<file path="src/rtl/key_debounce_onehot.sv">
// key_debounce_onehot: 4-key debouncer feeding a one-hot 4-to-2 encoder.
// Single-key presses drive w3..w0 plus a valid pulse; chords raise multi.
module key_debounce_onehot #(
  parameter int DEB_CYCLES = 16
) (
  input  logic       clk,
  input  logic       rst_n,
  input  logic [3:0] key,
  output logic       w3,
  output logic       w2,
  output logic       w1,
  output logic       w0,
  output logic       valid,
  output logic       multi
);

  typedef enum logic [2:0] {
    IDLE,
    DEBOUNCE,
    HELD,
    MULTI,
    RELEASE
  } state_t;

  localparam logic [7:0] DEB = 8'(DEB_CYCLES);

  state_t     state;
  state_t     state_n;
  logic [3:0] sync1;
  logic [3:0] s;
  logic [3:0] snap;
  logic [3:0] snap_n;
  logic [3:0] w;
  logic [3:0] w_n;
  logic [7:0] cnt;
  logic [7:0] cnt_n;
  logic       valid_n;
  logic       multi_n;
  logic       one_hot;

  always_ff @(posedge clk or negedge rst_n) begin
    if (!rst_n) begin
      sync1 <= 4'd0;
      s     <= 4'd0;
    end else begin
      sync1 <= key;
      s     <= sync1;
    end
  end

  always_ff @(posedge clk or negedge rst_n) begin
    if (!rst_n) begin
      state <= IDLE;
      cnt   <= 8'd0;
      snap  <= 4'd0;
      w     <= 4'd0;
      valid <= 1'b0;
      multi <= 1'b0;
    end else begin
      state <= state_n;
      cnt   <= cnt_n;
      snap  <= snap_n;
      w     <= w_n;
      valid <= valid_n;
      multi <= multi_n;
    end
  end

  // snap is known nonzero whenever this is consulted
  assign one_hot = (snap & (snap - 4'd1)) == 4'd0;

  always_comb begin
    state_n = state;
    cnt_n   = cnt;
    snap_n  = snap;
    w_n     = w;
    valid_n = 1'b0;
    multi_n = multi;
    unique case (state)
      IDLE: begin
        if (s != 4'd0) begin
          state_n = DEBOUNCE;
          snap_n  = s;
          cnt_n   = 8'd1;
        end
      end
      DEBOUNCE: begin
        if (s == 4'd0) begin
          state_n = IDLE;
          cnt_n   = 8'd0;
        end else if (s != snap) begin
          snap_n = s;
          cnt_n  = 8'd1;
        end else if (cnt < DEB) begin
          cnt_n = cnt + 8'd1;
        end else if (one_hot) begin
          state_n = HELD;
          w_n     = snap;
          valid_n = 1'b1;
        end else begin
          state_n = MULTI;
          multi_n = 1'b1;
        end
      end
      HELD, MULTI: begin
        if (s != snap) begin
          state_n = RELEASE;
          cnt_n   = 8'd0;
          w_n     = 4'd0;
          multi_n = 1'b0;
        end
      end
      RELEASE: begin
        if (s != 4'd0) begin
          cnt_n = 8'd0;
        end else if (cnt >= DEB - 8'd1) begin
          state_n = IDLE;
          cnt_n   = 8'd0;
        end else begin
          cnt_n = cnt + 8'd1;
        end
      end
      default: begin
        state_n = IDLE;
        cnt_n   = 8'd0;
      end
    endcase
  end

  assign w3 = w[3];
  assign w2 = w[2];
  assign w1 = w[1];
  assign w0 = w[0];

endmodule

</file>
<file path="config.mk">
export PLATFORM = sky130hd
export DESIGN_NAME = key_debounce_onehot
export DESIGN_NICKNAME = d
export VERILOG_FILES = /design/src/rtl/key_debounce_onehot.sv
export SDC_FILE = /design/constraint.sdc
export NUM_CORES = 1
export LEC_CHECK = 0
export CAP_MARGIN = 10
export CELL_PAD_IN_SITES_DETAIL_PLACEMENT = 0
export CELL_PAD_IN_SITES_GLOBAL_PLACEMENT = 2
export CORE_UTILIZATION = 39
export DETAILED_ROUTE_END_ITERATION = 7
export GPL_TIMING_DRIVEN = 0
export PLACE_DENSITY_LB_ADDON = 0.1
export SLEW_MARGIN = 20
export SYNTH_ARGS = -nofsm -noshare
export SYNTH_HDL_FRONTEND = slang
export SYNTH_SLANG_ARGS = --single-unit
</file>
<file path="constraint.sdc">
create_clock -name clk -period 5.1 [get_ports clk]
set_input_delay 1.02 -clock clk [delete_from_list [all_inputs] [get_ports clk]]
set_output_delay 1.02 -clock clk [all_outputs]
set_load 0.02 [all_outputs]
</file>
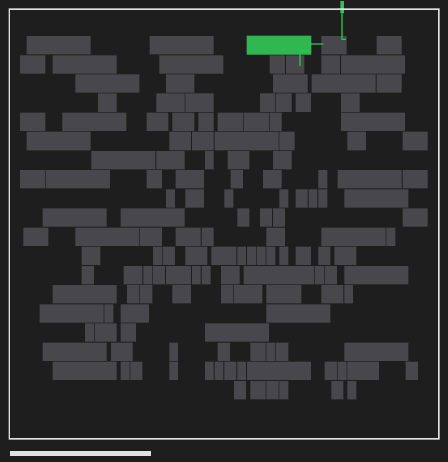
(I/O nets highlighted)
The bar under the picture is 20 um long.
legend:
  green:
    port: `w0`
    bits: 1
    direction: output
    edge: north
    end_cells: 1
    buffers: 1
    wire: 10.0 um

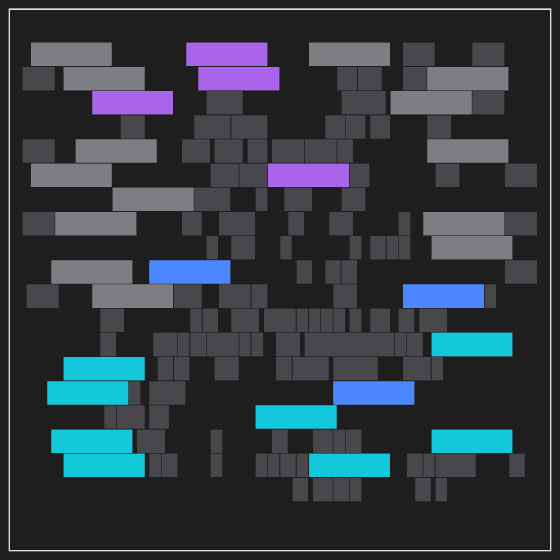
(where the registers sit)
legend:
  blue:
    name_in_the_netlist: `state`
    flops: 3
  purple:
    name_in_the_netlist: `snap`
    flops: 4
    where: north
  cyan:
    name_in_the_netlist: `cnt`
    flops: 8
final core utilization: 0.500
Storage cell area: 726 um2
register share of the cell area: 0.460

==> reports/metrics.yaml <==
timing:
  fin_crit_ns: 2.30
  fmax_mhz: 434
  maxSlewViolCount: 0
  final.setup.tns_ns: 0
  finClkSkew_ns: 0.0180
  slew_headroom: 0.560
  rsz0062_at_grt: "false"
  hold_violations: 0
synthesis:
  yosysWarnings: 0
  netlist_area_um2: 1350
  yosysMostFrequentCell: "dfrtp_1"
  synthCells: 126
  synth-simple-area-share: 0.174
  ff_type: "dfrtp_1"
  synth.cells.most_frequent: "dfrtp_1, nor2_1, a21oi_1, nand2_1"
  top_logic_kind: "AND-OR/OR-AND gates"
layout:
  diodes: 0
  lay_top_cells: "dfrtp_1, nor2_1, clkdlybuf4s50_1, nand2_1, a21oi_1"
  area_growth_pct: 17.1
  lay_top_count: "dfrtp_1"
global_route:
  global_route.overflow_total: 0
  grt_pass1_vias: 921
  grt_start_max_net_pins: 30
  grtUsageMet2: 0.228
  antenna_found_initial: 0
floorplan:
  dieArea_um2: 3690
  fp.dieW_um: 60.8
  fp_util: 0.427
  die.size.y_um: 60.8
  io_pins: 12
drt:
  drt_iter0_markers: 41
  routed_via_density: 5.29
  wl_per_cell_um: 13.2
  drtPass1Iterations: 4
clock_network:
  clockBufferDepth: 2
  postCtsSetupRepairBufs: 0
  cts.sinks: 29
power:
  ir_drop_mv: 0.140
placed_design:
  dp_cells: 181
  place.gp.congestion: 0.864
  port_buffers: 11
  place_ws_ns: 2.92
status:
  status: "completed"
setup_path:
  crit_path_max_incr_delay_ns: 0.60
  crit_type: "reg -> out"
flow_run:
  warnings: 26
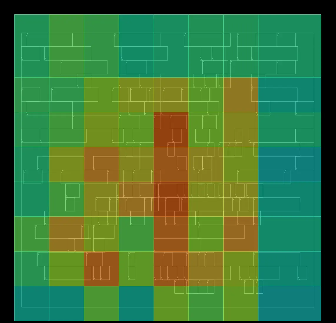
(congestion heat map)
GRT Util Overall: 0.157
Top Usage Layer GRT: met2
met1 Use GR: 0.218
met3 Use GR: 0.0448

## area by class of cell
| type | instances | area [um2] |
|---|---|---|
| Inverter | 6 | 22.5 |
| Buffer | 4 | 15.0 |
| Fill cell | 298 | 1580 |
| Tap cell | 44 | 55.1 |
| Clock inverter | 1 | 5.00 |
| Sequential cell | 29 | 726 |
| Multi-Input combinational cell | 87 | 583 |
| Clock buffer | 7 | 65.1 |
| Timing Repair Buffer | 11 | 105 |
## metrics by stage
stage                     power, mW  instance area, um2
after floorplan               0.311                1350
after global placement        0.335                1510
after detailed placement      0.334                1510
after CTS                     0.493                1580
after global routing          0.510                1580
final                         0.484                1580
## path summary, 6_finish.rpt
kind / to / slack (ns) / from / depth (start not counted)
min reg2reg: s[1] / 0.35 / sync1[1] / 0
max in group asynchronous: s[2] / 3.96 / rst_n / 1
max reg2reg: cnt[5] / 2.90 / s[1] / 5
min: s[1] / 0.35 / sync1[1] / 0
max: multi / 2.80 / multi / 1
min in group asynchronous: cnt[1] / 0.71 / rst_n / 1
## power by group
| group | switching [mW] | leakage (nW) | internal (mW) |
|---|---|---|---|
| clock network | 0.0748 | 0.0413 | 0.0798 |
| registers | 0.0111 | 0.369 | 0.242 |
| logic | 0.0432 | 0.289 | 0.0330 |
## layer usage
layer,part of all wire,up-vias
li1,-,500
met1,0.52,480
met2,0.44,17
met3,0.032,2
met4,0.0060,0
met5,0,-
## state kept, by name (all words and copies together) (netlist names)
name   count
s          4
snap       4
cnt        8
multi      1
valid      1
w          4
state      3
sync1      4
Power figures rest on the tool's default switching activity, not on a simulated workload.
